### Cell outlines without signal wires

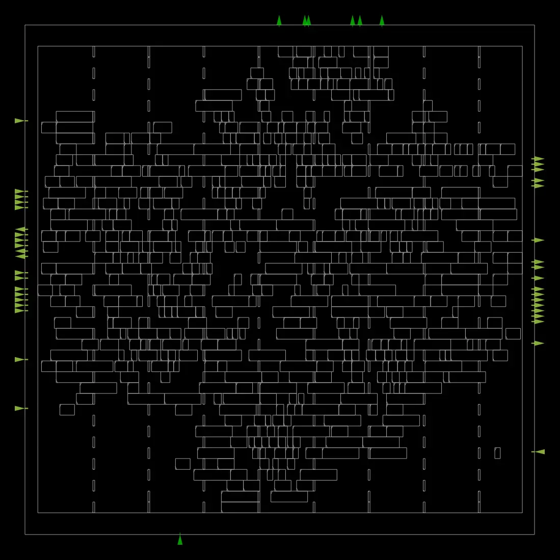
### Cell area per tile

The die is cut into 13 by 13 equal tiles; white is low, dark blue is high, 0 to 100% covered.
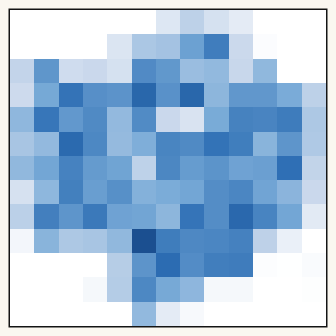
### Metal 3

The bar under the picture is 50 um long.
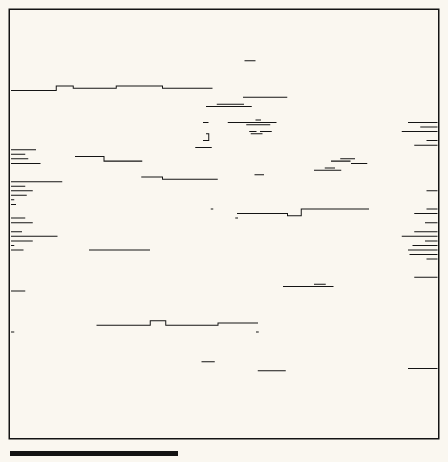
### Placement by cell class

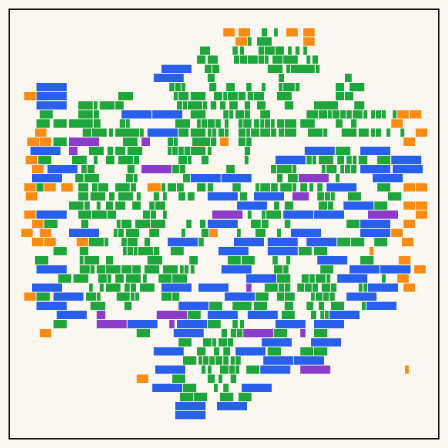
### Register map, names as in the netlist

The bar under the picture is 50 um long. Other sequential cells in the stronger grey, the rest of the logic in the fainter grey.
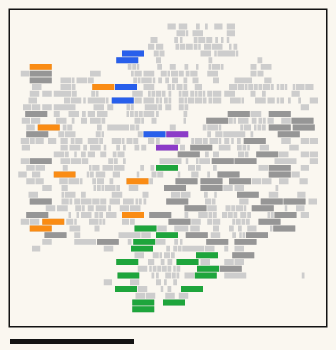
**src/rtl/fast_corner_detect_pkg.sv**
```systemverilog
// Shared FAST-9 definitions: scan states, arc/ring sizes and the Bresenham
// radius-3 ring offsets, also used by the orientation stage.
package fast_pkg;

  typedef enum logic [1:0] {StIdle, StFetch, StEval, StDone} state_e;

  localparam int unsigned ARC_LEN = 9;
  localparam int unsigned RING_N  = 16;

  // Clockwise from 12 o'clock.
  localparam logic signed [2:0] RING_DX [RING_N] = '{
    3'sd0, 3'sd1, 3'sd2, 3'sd3, 3'sd3, 3'sd3, 3'sd2, 3'sd1,
    3'sd0, -3'sd1, -3'sd2, -3'sd3, -3'sd3, -3'sd3, -3'sd2, -3'sd1
  };
  localparam logic signed [2:0] RING_DY [RING_N] = '{
    -3'sd3, -3'sd3, -3'sd2, -3'sd1, 3'sd0, 3'sd1, 3'sd2, 3'sd3,
    3'sd3, 3'sd3, 3'sd2, 3'sd1, 3'sd0, -3'sd1, -3'sd2, -3'sd3
  };

endpackage

```
**src/rtl/fast_corner_detect_if.sv**
```systemverilog
// Start/threshold request, image SRAM read port and corner report of the detector.
interface fast_corner_detect_if #(
  parameter int unsigned X_MAX       = 16,
  parameter int unsigned Y_MAX       = 16,
  parameter int unsigned PIXEL_DEPTH = 8
);
  localparam int unsigned XW = $clog2(X_MAX) + 1;
  localparam int unsigned YW = $clog2(Y_MAX) + 1;

  logic                   start_detect;
  logic [PIXEL_DEPTH-1:0] threshold;
  logic                   ren_img;
  logic [XW-1:0]          x_addr_img;
  logic [YW-1:0]          y_addr_img;
  logic [PIXEL_DEPTH-1:0] rdat_img;
  logic                   corner_valid;
  logic [XW-1:0]          corner_x;
  logic [YW-1:0]          corner_y;
  logic                   corner_dark;
  logic                   busy;
  logic                   detect_done;
  logic                   err;

  modport master (
    input  start_detect, threshold, rdat_img,
    output ren_img, x_addr_img, y_addr_img, corner_valid, corner_x, corner_y,
           corner_dark, busy, detect_done, err
  );

  modport slave (
    output start_detect, threshold, rdat_img,
    input  ren_img, x_addr_img, y_addr_img, corner_valid, corner_x, corner_y,
           corner_dark, busy, detect_done, err
  );

endinterface

```
**src/rtl/fast_corner_detect_arc_check.sv**
```systemverilog
// Flags any run of ARC_LEN set bits in a circular RING_N-bit vector.
module fast_arc_check
  import fast_pkg::*;
(
  input  logic [RING_N-1:0] vec_i,
  output logic              arc_o
);

  // Unrolled copy so every rotation is a plain part-select.
  logic [RING_N+ARC_LEN-2:0] vec_ext;
  assign vec_ext = {vec_i[ARC_LEN-2:0], vec_i};

  always_comb begin
    arc_o = 1'b0;
    for (int s = 0; s < RING_N; s++) begin
      arc_o = arc_o | (&vec_ext[s +: ARC_LEN]);
    end
  end

endmodule

```
**src/rtl/fast_corner_detect.sv**
```systemverilog
// Raster scan of a blurred frame running the FAST-9 segment test on every interior
// pixel; 19 cycles per candidate (17 reads, capture, evaluate).
module fast_corner_detect
  import fast_pkg::*;
#(
  parameter int unsigned X_MAX       = 16,
  parameter int unsigned Y_MAX       = 16,
  parameter int unsigned PIXEL_DEPTH = 8
) (
  input logic                 clk,
  input logic                 n_rst,
  fast_corner_detect_if.master bus
);

  localparam int unsigned XW        = $clog2(X_MAX) + 1;
  localparam int unsigned YW        = $clog2(Y_MAX) + 1;
  localparam bit          HasCand   = (X_MAX >= 7) && (Y_MAX >= 7);
  localparam logic [4:0]  FetchLast = 5'(RING_N + 1);
  localparam logic [XW-1:0] XFirst  = XW'(3);
  localparam logic [YW-1:0] YFirst  = YW'(3);
  localparam logic [XW-1:0] XLast   = XW'(X_MAX - 4);
  localparam logic [YW-1:0] YLast   = YW'(Y_MAX - 4);

  state_e                 state_q, state_d;
  logic [4:0]             idx_q, idx_d;
  logic [XW-1:0]          cx_q, cx_d;
  logic [YW-1:0]          cy_q, cy_d;
  logic [PIXEL_DEPTH-1:0] thr_q, thr_d;
  logic [PIXEL_DEPTH-1:0] cen_q, cen_d;
  logic [RING_N-1:0]      bright_q, bright_d;
  logic [RING_N-1:0]      dark_q, dark_d;
  logic                   cv_q, cv_d;
  logic [XW-1:0]          cxo_q, cxo_d;
  logic [YW-1:0]          cyo_q, cyo_d;
  logic                   cdark_q, cdark_d;
  logic                   err_q, err_d;

  logic                   busy, ren;
  logic [XW-1:0]          x_addr;
  logic [YW-1:0]          y_addr;
  logic [3:0]             ring_sel;
  logic [PIXEL_DEPTH:0]   c_plus_t, p_plus_t;
  logic                   is_bright, is_dark, arc_bright, arc_dark;

  fast_arc_check u_arc_bright (.vec_i(bright_q), .arc_o(arc_bright));
  fast_arc_check u_arc_dark   (.vec_i(dark_q),   .arc_o(arc_dark));

  assign busy     = (state_q != StIdle);
  assign ring_sel = idx_q[3:0] - 4'd1;
  // One extra bit so c + t and p + t never wrap.
  assign c_plus_t  = {1'b0, cen_q} + {1'b0, thr_q};
  assign p_plus_t  = {1'b0, bus.rdat_img} + {1'b0, thr_q};
  assign is_bright = ({1'b0, bus.rdat_img} > c_plus_t);
  assign is_dark   = (p_plus_t < {1'b0, cen_q});

  always_comb begin
    ren    = (state_q == StFetch) && (idx_q < FetchLast);
    x_addr = '0;
    y_addr = '0;
    if (ren) begin
      if (idx_q == 5'd0) begin
        x_addr = cx_q;
        y_addr = cy_q;
      end else begin
        x_addr = cx_q + XW'(RING_DX[ring_sel]);
        y_addr = cy_q + YW'(RING_DY[ring_sel]);
      end
    end
  end

  always_comb begin
    state_d  = state_q;
    idx_d    = idx_q;
    cx_d     = cx_q;
    cy_d     = cy_q;
    thr_d    = thr_q;
    cen_d    = cen_q;
    bright_d = bright_q;
    dark_d   = dark_q;
    cv_d     = 1'b0;
    cxo_d    = cxo_q;
    cyo_d    = cyo_q;
    cdark_d  = cdark_q;
    err_d    = bus.start_detect && busy;
    unique case (state_q)
      StIdle: begin
        if (bus.start_detect) begin
          thr_d   = bus.threshold;
          cx_d    = XFirst;
          cy_d    = YFirst;
          idx_d   = '0;
          state_d = HasCand ? StFetch : StDone;
        end
      end
      StFetch: begin
        idx_d = idx_q + 5'd1;
        if (idx_q == 5'd1) cen_d = bus.rdat_img;
        // Ring datum k arrives at idx k+2; after 16 shifts ring 0 sits in bit 0.
        if (idx_q >= 5'd2) begin
          bright_d = {is_bright, bright_q[RING_N-1:1]};
          dark_d   = {is_dark, dark_q[RING_N-1:1]};
        end
        if (idx_q == FetchLast) state_d = StEval;
      end
      StEval: begin
        idx_d = '0;
        if (arc_bright || arc_dark) begin
          cv_d    = 1'b1;
          cxo_d   = cx_q;
          cyo_d   = cy_q;
          cdark_d = !arc_bright;
        end
        state_d = StFetch;
        if (cx_q == XLast) begin
          cx_d = XFirst;
          if (cy_q == YLast) state_d = StDone;
          else               cy_d    = cy_q + YW'(1);
        end else begin
          cx_d = cx_q + XW'(1);
        end
      end
      StDone:  state_d = StIdle;
      default: state_d = StIdle;
    endcase
  end

  always_ff @(posedge clk or negedge n_rst) begin
    if (!n_rst) begin
      state_q  <= StIdle;
      idx_q    <= '0;
      cx_q     <= '0;
      cy_q     <= '0;
      thr_q    <= '0;
      cen_q    <= '0;
      bright_q <= '0;
      dark_q   <= '0;
      cv_q     <= 1'b0;
      cxo_q    <= '0;
      cyo_q    <= '0;
      cdark_q  <= 1'b0;
      err_q    <= 1'b0;
    end else begin
      state_q  <= state_d;
      idx_q    <= idx_d;
      cx_q     <= cx_d;
      cy_q     <= cy_d;
      thr_q    <= thr_d;
      cen_q    <= cen_d;
      bright_q <= bright_d;
      dark_q   <= dark_d;
      cv_q     <= cv_d;
      cxo_q    <= cxo_d;
      cyo_q    <= cyo_d;
      cdark_q  <= cdark_d;
      err_q    <= err_d;
    end
  end

  assign bus.ren_img      = ren;
  assign bus.x_addr_img   = x_addr;
  assign bus.y_addr_img   = y_addr;
  assign bus.corner_valid = cv_q;
  assign bus.corner_x     = cxo_q;
  assign bus.corner_y     = cyo_q;
  assign bus.corner_dark  = cdark_q;
  assign bus.busy         = busy;
  assign bus.detect_done  = (state_q == StDone);
  assign bus.err          = err_q;

endmodule

```
**src/flat_wrapper.sv**
```systemverilog
// flat-port wrapper written by rule: the top's interface ports become plain ports
module fast_corner_detect_flat import fast_pkg::*;
#(
  parameter int unsigned X_MAX       = 16,
  parameter int unsigned Y_MAX       = 16,
  parameter int unsigned PIXEL_DEPTH = 8
)
  (clk, n_rst, bus_start_detect, bus_threshold, bus_rdat_img, bus_ren_img, bus_x_addr_img, bus_y_addr_img, bus_corner_valid, bus_corner_x, bus_corner_y, bus_corner_dark, bus_busy, bus_detect_done, bus_err);
  fast_corner_detect_if #(.X_MAX(X_MAX), .Y_MAX(Y_MAX), .PIXEL_DEPTH(PIXEL_DEPTH)) bus_i ();
  input logic clk;
  input logic n_rst;
  input wire logic [$bits(bus_i.start_detect)-1:0] bus_start_detect;
  input wire logic [$bits(bus_i.threshold)-1:0] bus_threshold;
  input wire logic [$bits(bus_i.rdat_img)-1:0] bus_rdat_img;
  output wire logic [$bits(bus_i.ren_img)-1:0] bus_ren_img;
  output wire logic [$bits(bus_i.x_addr_img)-1:0] bus_x_addr_img;
  output wire logic [$bits(bus_i.y_addr_img)-1:0] bus_y_addr_img;
  output wire logic [$bits(bus_i.corner_valid)-1:0] bus_corner_valid;
  output wire logic [$bits(bus_i.corner_x)-1:0] bus_corner_x;
  output wire logic [$bits(bus_i.corner_y)-1:0] bus_corner_y;
  output wire logic [$bits(bus_i.corner_dark)-1:0] bus_corner_dark;
  output wire logic [$bits(bus_i.busy)-1:0] bus_busy;
  output wire logic [$bits(bus_i.detect_done)-1:0] bus_detect_done;
  output wire logic [$bits(bus_i.err)-1:0] bus_err;
  assign bus_i.start_detect = bus_start_detect;
  assign bus_i.threshold = bus_threshold;
  assign bus_i.rdat_img = bus_rdat_img;
  assign bus_ren_img = bus_i.ren_img;
  assign bus_x_addr_img = bus_i.x_addr_img;
  assign bus_y_addr_img = bus_i.y_addr_img;
  assign bus_corner_valid = bus_i.corner_valid;
  assign bus_corner_x = bus_i.corner_x;
  assign bus_corner_y = bus_i.corner_y;
  assign bus_corner_dark = bus_i.corner_dark;
  assign bus_busy = bus_i.busy;
  assign bus_detect_done = bus_i.detect_done;
  assign bus_err = bus_i.err;
  fast_corner_detect #(.X_MAX(X_MAX), .Y_MAX(Y_MAX), .PIXEL_DEPTH(PIXEL_DEPTH)) u_core (.clk(clk), .n_rst(n_rst), .bus(bus_i));
endmodule
```
**config.mk**
```make
export PLATFORM = sky130hd
export DESIGN_NAME = fast_corner_detect_flat
export DESIGN_NICKNAME = d
export VERILOG_FILES = /design/src/rtl/fast_corner_detect_pkg.sv /design/src/rtl/fast_corner_detect_if.sv /design/src/rtl/fast_corner_detect_arc_check.sv /design/src/rtl/fast_corner_detect.sv /design/src/flat_wrapper.sv
export SDC_FILE = /design/constraint.sdc
export NUM_CORES = 1
export LEC_CHECK = 0
export CAP_MARGIN = 25
export CORE_MARGIN = 3
export CORE_UTILIZATION = 35
export CTS_CLUSTER_DIAMETER = 100
export DETAILED_ROUTE_END_ITERATION = 10
export PLACE_DENSITY = 0.59
export RECOVER_POWER = 50
export SYNTH_ARGS = -nofsm -noshare
export SYNTH_HDL_FRONTEND = slang
export SYNTH_SLANG_ARGS = --single-unit
```
**constraint.sdc**
```tcl
create_clock -name clk -period 6.6 [get_ports clk]
set_input_delay 0.99 -clock clk [delete_from_list [all_inputs] [get_ports clk]]
set_output_delay 0.99 -clock clk [all_outputs]
set_load 0.03 [all_outputs]
```
==> metrics.cfg <==
[critical_path]
path_cells=inv_1 -> ha_1 -> nand2b_1 -> o21ai_0 -> nand3_1 -> o311ai_0 -> nand2_1 -> and3_1 -> fa_1 -> nor2b_1 -> o21a_1 -> a211oi_1 -> or3b_1 -> xor2_1 -> nor2_1 -> clkdlybuf4s50_1
path_delay_family=simple AND/OR/NAND/NOR gates
ff2ff_path_depth=13
crit_type=reg -> out

[timing]
hold_slack_ps=501.5
slew_violations=64
skew_ps=6.994
tns_ps=0
hold_viol=0
worst_pin_slew_ps=3358

[power]
pwr-share-clk=0.352
maxPowerGroup=sequential cells
power_density_nw_per_um2=214.4
p_int_w=0.0009260
total_power_w=0.001301

[yosys]
synth_area_sq_um=5185
ys_area_sq_um=5185
synth_cells=528
async_reset_ff_frac=1.000
yosysTopAreaCell=dfrtp_1
top_cell_area_share=0.3764
aoi_share=0.1573
synthFlopType=dfrtp_1
syn_avg_cell_area_sq_um=9.820
top_logic_kind=AND-OR/OR-AND gates
synth-xor-area-share=0.03716
synthesis.nets=600

[drt]
wl_um=11010
drc=0
ant_nets=0
vias=3948
drtIter0Drc=193

[outcome]
violations=max-capacitance violations, max-slew violations
outcome=finished with violations

[clocking]
cts_setup_buffers=0
cts.path.max_buffers=2
htree_levels=3
clk_pin_slew_ps=60
cts_tree=done
hold_buffers=0

[layout]
stdcell_count=756
drive_gt1_frac=0.1337
n_antenna_cell=0
lay_top_count=dfrtp_1

[run]
max_cap_viol_count=1

[place]
gp_congestion=0.8099

[grt]
antenna_found_initial=0

[die]
die_width_um=127.7
io_pins=45

Back to the opening pictures, 'Cell outlines without signal wires':
Filler cells: 1388
Final Util: 0.4271
core area: 14200 sq um
row count: 43

Back to the opening pictures, 'Cell area per tile':
emptiest ninth of the die	south-west
fullest tile	88%
mean over tiles	36%
nearly empty tiles	24%

Back to the opening pictures, 'Metal 3':
share of all routed wire	5.1%
longest straight run	20.0 um
wire length on this layer	564 um
nets with wire on the layer	55

Back to the opening pictures, 'Placement by cell class':
class	colour	cells	share of their area
all other logic	green	434	54%
flip-flops	blue	78	33%
clock drivers and dummy loads	purple	16	4.7%
other buffers and delay cells	orange	48	7.9%
flop share of the area: 0.3217
design area: 6067 sq um

Back to the opening pictures, 'Register map, names as in the netlist':
name in the netlist	colour	sequential cells
u_core.state_q	purple	2
u_core.idx_q	blue	5
u_core.cen_q	orange	8
u_core.bright_q	green	16
not coloured	47

-- layout make-up --
cell class                      instances  area (sq um)
Fill cell                            1388          8137
Clock buffer                           10         239.0
Timing Repair Buffer                   48         464.2
Multi-Input combinational cell        405          3040
Clock inverter                          6         37.54
Sequential cell                        78          1952
Inverter                               29         108.9
Tap cell                              180         225.2
-- registers in the layout, summed over array words and instances, names as in the netlist --
name,count
u_core.bright_q,16
u_core.bus.corner_dark,1
u_core.bus.corner_valid,1
u_core.bus.corner_x,5
u_core.bus.corner_y,5
u_core.bus.err,1
u_core.cen_q,8
u_core.cx_q,5
u_core.cy_q,5
u_core.dark_q,16
u_core.idx_q,5
u_core.state_q,2
u_core.thr_q,8
Power figures rest on the tool's default switching activity, not on a simulated workload.
